$ cat config.mk
export PLATFORM = sky130hd
export DESIGN_NAME = cus19_alu_seq_unit
export DESIGN_NICKNAME = d
export VERILOG_FILES = /design/src/rtl/cus19_alu_pkg.sv /design/src/rtl/cus19_muldiv_iter.sv /design/src/rtl/cus19_alu_seq_unit.sv
export SDC_FILE = /design/constraint.sdc
export NUM_CORES = 1
export LEC_CHECK = 0
export CELL_PAD_IN_SITES_DETAIL_PLACEMENT = 1
export CELL_PAD_IN_SITES_GLOBAL_PLACEMENT = 1
export CORE_MARGIN = 4
export CORE_UTILIZATION = 47
export DETAILED_ROUTE_END_ITERATION = 12
export PLACE_DENSITY_LB_ADDON = 0.1
export SLEW_MARGIN = 20
export SYNTH_ARGS = -nofsm -noshare
export SYNTH_HDL_FRONTEND = slang
export SYNTH_HIERARCHICAL = 1
export SYNTH_SLANG_ARGS = --single-unit
$ cat constraint.sdc
create_clock -name cus19_clk_in -period 4 [get_ports cus19_clk_in]
set_clock_uncertainty 0.2 [all_clocks]
set_input_delay 0.4 -clock cus19_clk_in [delete_from_list [all_inputs] [get_ports cus19_clk_in]]
set_output_delay 0.4 -clock cus19_clk_in [all_outputs]
set_load 0.03 [all_outputs]
$ cat src/rtl/cus19_alu_pkg.sv
// Shared opcode encodings, FSM state type and result-width helper for the
// cus19 ALU sequencer and its iterative multiply/divide datapath.
package cus19_alu_pkg;

  localparam logic [3:0] OP_ADD = 4'b0100;
  localparam logic [3:0] OP_SUB = 4'b0101;
  localparam logic [3:0] OP_MUL = 4'b0110;
  localparam logic [3:0] OP_DIV = 4'b0111;
  localparam logic [3:0] OP_INC = 4'b1000;
  localparam logic [3:0] OP_DEC = 4'b1001;
  localparam logic [3:0] OP_AND = 4'b1010;
  localparam logic [3:0] OP_OR  = 4'b1011;
  localparam logic [3:0] OP_XOR = 4'b1100;

  typedef enum logic [1:0] {
    IDLE = 2'd0,
    CALC = 2'd1,
    DONE = 2'd2
  } alu_state_t;

  function automatic int res_w(input int data_w);
    return 2 * data_w;
  endfunction

endpackage

$ cat src/rtl/cus19_muldiv_iter.sv
// Shared shift/accumulate datapath for unsigned shift-add MUL and restoring DIV.
// The divide path exists only when CUS19_ALU_DIV_EN is defined.
module cus19_muldiv_iter
  import cus19_alu_pkg::*;
#(
  parameter int DATA_W = 8
) (
  input  logic                       clk,
  input  logic                       rst,
  input  logic                       start,
  input  logic                       is_div,
  input  logic [DATA_W-1:0]          a,
  input  logic [DATA_W-1:0]          b,
  output logic                       last,
  output logic [res_w(DATA_W)-1:0]   res_next
);

  localparam int CNT_W = $clog2(DATA_W + 1);

  logic [DATA_W-1:0] acc;
  logic [DATA_W-1:0] q;
  logic [DATA_W-1:0] dsr;
  logic [CNT_W-1:0]  cnt;
  logic [DATA_W-1:0] acc_n;
  logic [DATA_W-1:0] q_n;
  logic [DATA_W:0]   sum;

`ifdef CUS19_ALU_DIV_EN
  logic            div_mode;
  logic [DATA_W:0] shifted;
  logic [DATA_W:0] diff;
`else
  logic unused_div;
  assign unused_div = is_div;
`endif

  // MUL: {acc,q} shifts right, q[0] selects whether the multiplicand is added.
  // DIV: {acc,q} shifts left, acc holds the partial remainder.
  always_comb begin
    sum   = {1'b0, acc} + {1'b0, (q[0] ? dsr : '0)};
    acc_n = sum[DATA_W:1];
    q_n   = {sum[0], q[DATA_W-1:1]};
`ifdef CUS19_ALU_DIV_EN
    shifted = {acc, q[DATA_W-1]};
    diff    = shifted - {1'b0, dsr};
    if (div_mode) begin
      if (!diff[DATA_W]) begin
        acc_n = diff[DATA_W-1:0];
        q_n   = {q[DATA_W-2:0], 1'b1};
      end else begin
        acc_n = shifted[DATA_W-1:0];
        q_n   = {q[DATA_W-2:0], 1'b0};
      end
    end
`endif
  end

  assign last     = (cnt == CNT_W'(1));
  assign res_next = {acc_n, q_n};

  always_ff @(posedge clk or posedge rst) begin
    if (rst) begin
      acc <= '0;
      q   <= '0;
      dsr <= '0;
      cnt <= '0;
`ifdef CUS19_ALU_DIV_EN
      div_mode <= 1'b0;
`endif
    end else if (start) begin
      acc <= '0;
      q   <= a;
      dsr <= b;
      cnt <= CNT_W'(DATA_W);
`ifdef CUS19_ALU_DIV_EN
      div_mode <= is_div;
`endif
    end else if (cnt != '0) begin
      acc <= acc_n;
      q   <= q_n;
      cnt <= cnt - 1'b1;
    end
  end

endmodule

$ cat src/rtl/cus19_alu_seq_unit.sv
// ALU sequencer: request/response handshake, single-cycle ops and MUL/DIV sequencing.
// Define CUS19_ALU_DIV_EN to build the iterative divider; otherwise DIV is illegal.
//
// state | meaning
// IDLE  | ready for a request
// CALC  | MUL/DIV iterating in cus19_muldiv_iter
// DONE  | result valid, waiting for out_ready
module cus19_alu_seq_unit
  import cus19_alu_pkg::*;
#(
  parameter int DATA_W     = 8,
  parameter int REG_ADDR_W = 4
) (
  input  logic                       cus19_clk_in,
  input  logic                       cus19_rst_in,
  input  logic                       in_valid,
  output logic                       in_ready,
  input  logic [3:0]                 in_op,
  input  logic [DATA_W-1:0]          in_a,
  input  logic [DATA_W-1:0]          in_b,
  input  logic [REG_ADDR_W-1:0]      in_tag,
  output logic                       out_valid,
  input  logic                       out_ready,
  output logic [res_w(DATA_W)-1:0]   out_result,
  output logic [REG_ADDR_W-1:0]      out_tag,
  output logic                       out_err,
  output logic                       busy
);

  localparam int RES_W = res_w(DATA_W);

  alu_state_t       state;
  logic [RES_W-1:0] a_ext;
  logic [RES_W-1:0] b_ext;
  logic [RES_W-1:0] sc_res;
  logic             sc_err;
  logic             need_iter;
  logic             div_sel;
  logic             iter_start;
  logic             iter_last;
  logic [RES_W-1:0] iter_res;

  assign a_ext = RES_W'(in_a);
  assign b_ext = RES_W'(in_b);

  // SUB/DEC use full-width arithmetic so a borrow sign-extends the result.
  always_comb begin
    sc_res    = '0;
    sc_err    = 1'b0;
    need_iter = 1'b0;
    div_sel   = 1'b0;
    case (in_op)
      OP_ADD: sc_res = a_ext + b_ext;
      OP_SUB: sc_res = a_ext - b_ext;
      OP_MUL: need_iter = 1'b1;
      OP_DIV: begin
`ifdef CUS19_ALU_DIV_EN
        if (in_b == '0) begin
          sc_res = {in_a, {DATA_W{1'b1}}};
          sc_err = 1'b1;
        end else begin
          need_iter = 1'b1;
          div_sel   = 1'b1;
        end
`else
        sc_err = 1'b1;
`endif
      end
      OP_INC: sc_res = a_ext + RES_W'(1);
      OP_DEC: sc_res = a_ext - RES_W'(1);
      OP_AND: sc_res = a_ext & b_ext;
      OP_OR:  sc_res = a_ext | b_ext;
      OP_XOR: sc_res = a_ext ^ b_ext;
      default: sc_err = 1'b1;
    endcase
  end

  assign in_ready   = (state == IDLE);
  assign out_valid  = (state == DONE);
  assign busy       = (state != IDLE);
  assign iter_start = (state == IDLE) && in_valid && need_iter;

  cus19_muldiv_iter #(
    .DATA_W (DATA_W)
  ) u_muldiv (
    .clk      (cus19_clk_in),
    .rst      (cus19_rst_in),
    .start    (iter_start),
    .is_div   (div_sel),
    .a        (in_a),
    .b        (in_b),
    .last     (iter_last),
    .res_next (iter_res)
  );

  always_ff @(posedge cus19_clk_in or posedge cus19_rst_in) begin
    if (cus19_rst_in) begin
      state      <= IDLE;
      out_result <= '0;
      out_tag    <= '0;
      out_err    <= 1'b0;
    end else begin
      case (state)
        IDLE: begin
          if (in_valid) begin
            out_tag <= in_tag;
            if (need_iter) begin
              out_result <= '0;
              out_err    <= 1'b0;
              state      <= CALC;
            end else begin
              out_result <= sc_res;
              out_err    <= sc_err;
              state      <= DONE;
            end
          end
        end
        CALC: begin
          if (iter_last) begin
            out_result <= iter_res;
            state      <= DONE;
          end
        end
        DONE: begin
          if (out_ready) state <= IDLE;
        end
        default: state <= IDLE;
      endcase
    end
  end

endmodule

M1 wires:
Scale bar: 20 um. Cells faint in the background.
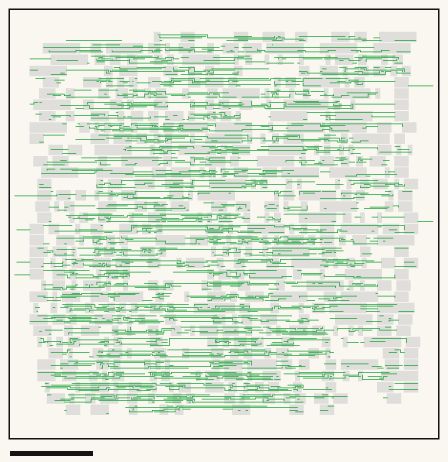
The longest straight run is 44.2 um. The wires run mostly horizontal. The layer carries 6,270 um of wire.

Signal wires on met2:
Scale bar: 20 um. Cells faint in the background.
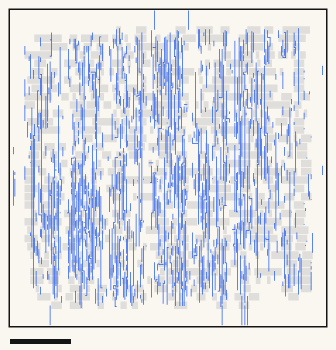
517 nets have wire on it. The longest straight run is 49.7 um.
GR Layer Usage met2: 38.73%
final wirelength: 12.55 mm

Signal wires on met3:
Scale bar: 20 um. Cells faint in the background.
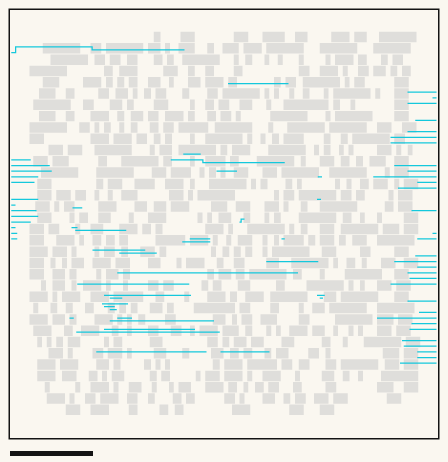
The layer carries 660 um of wire. The wires run mostly horizontal. 68 nets have wire on it. The longest straight run is 43.2 um.
met3 usage: 3.248%
Vias: 3,719

sequential cells by signal, indices dropped and copies added (netlist names):
| register | count |
|---|---|
| out_result | 16 |
| u_muldiv/acc | 8 |
| u_muldiv/dsr | 8 |
| u_muldiv/q | 8 |
| out_tag | 4 |
| u_muldiv/cnt | 4 |
| state | 2 |
| out_err | 1 |
power breakdown:
group / internal, uW / total [uW] / switching [uW] / leakage, uW
Combinational: 529 / 1190 / 666 / 0.00158
Sequential: 696 / 835 / 139 / 0.000625
Clock: 189 / 375 / 186 / 0.0000548
Total: 1410 / 2400 / 991 / 0.00226
metal layers:
| metal | global-route usage [%] | part of all wire, % |
|---|---|---|
| met5 | 0 | 0 |
| met1 | 37.42 | 50 |
| met4 | 4.681 | 1.2 |
| met3 | 3.248 | 5.3 |
| met2 | 38.73 | 44 |
==> results_slide.txt <==
Synthesis and Place & Route Summary

Timing
  • Worst hold slack: 0.2835 ns
  • RSZ-0062 raised after global routing: no
  • Final worst path period need: 3.301 ns

Cells and area
  • Final clock-cell share: 2.318%
  • Finished layout cell area: 4966 um^2
  • Filler cells: 1,031
  • Non-CTS buffers: 66
  • Top Layout Cells: clkdlybuf4s50_1, dfrtp_1, nor2_1, ha_1, nand2_1
  • Sequential cell area share: 25.70%
  • Finished Layout Cells: 635

Power
  • Pwr/cell area: 484.2 nW/um^2
  • Peak supply drop: 0.2327 mV
  • Static Leak: 0.002259 uW

Clocking
  • CTS Sinks: 51
  • Clock Pin Slew Worst Setup and Hold Paths: 0.10 ns
  • CTS tree: built
  • Clock latency on the worst-skew pair: 0.30 ns

Floorplanning
  • N_taps: 108
  • Die Y: 103.1 um
  • Die width: 103.1 um
  • FP Core Util: 48.49%
  • I/O pin count: 52

Status
  • Outcome: finished, final reports clean

Detailed routing
  • DRC viols: 0
  • Avg WL per Cell: 19.76 um
  • Vias per Instance: 5.857

Run
  • OpenROAD warnings: 43
  • Max-cap violations: 0

Setup path
  • R2R setup slack: 1.36 ns
  • CP Class: in -> reg
  • R2R Path End: out_result[13]$_DFFE_PP0P_

GRT
  • Antenna violations before repair: 0
  • GR Overflow Total: 0
Power and IR drop assume default switching activity.
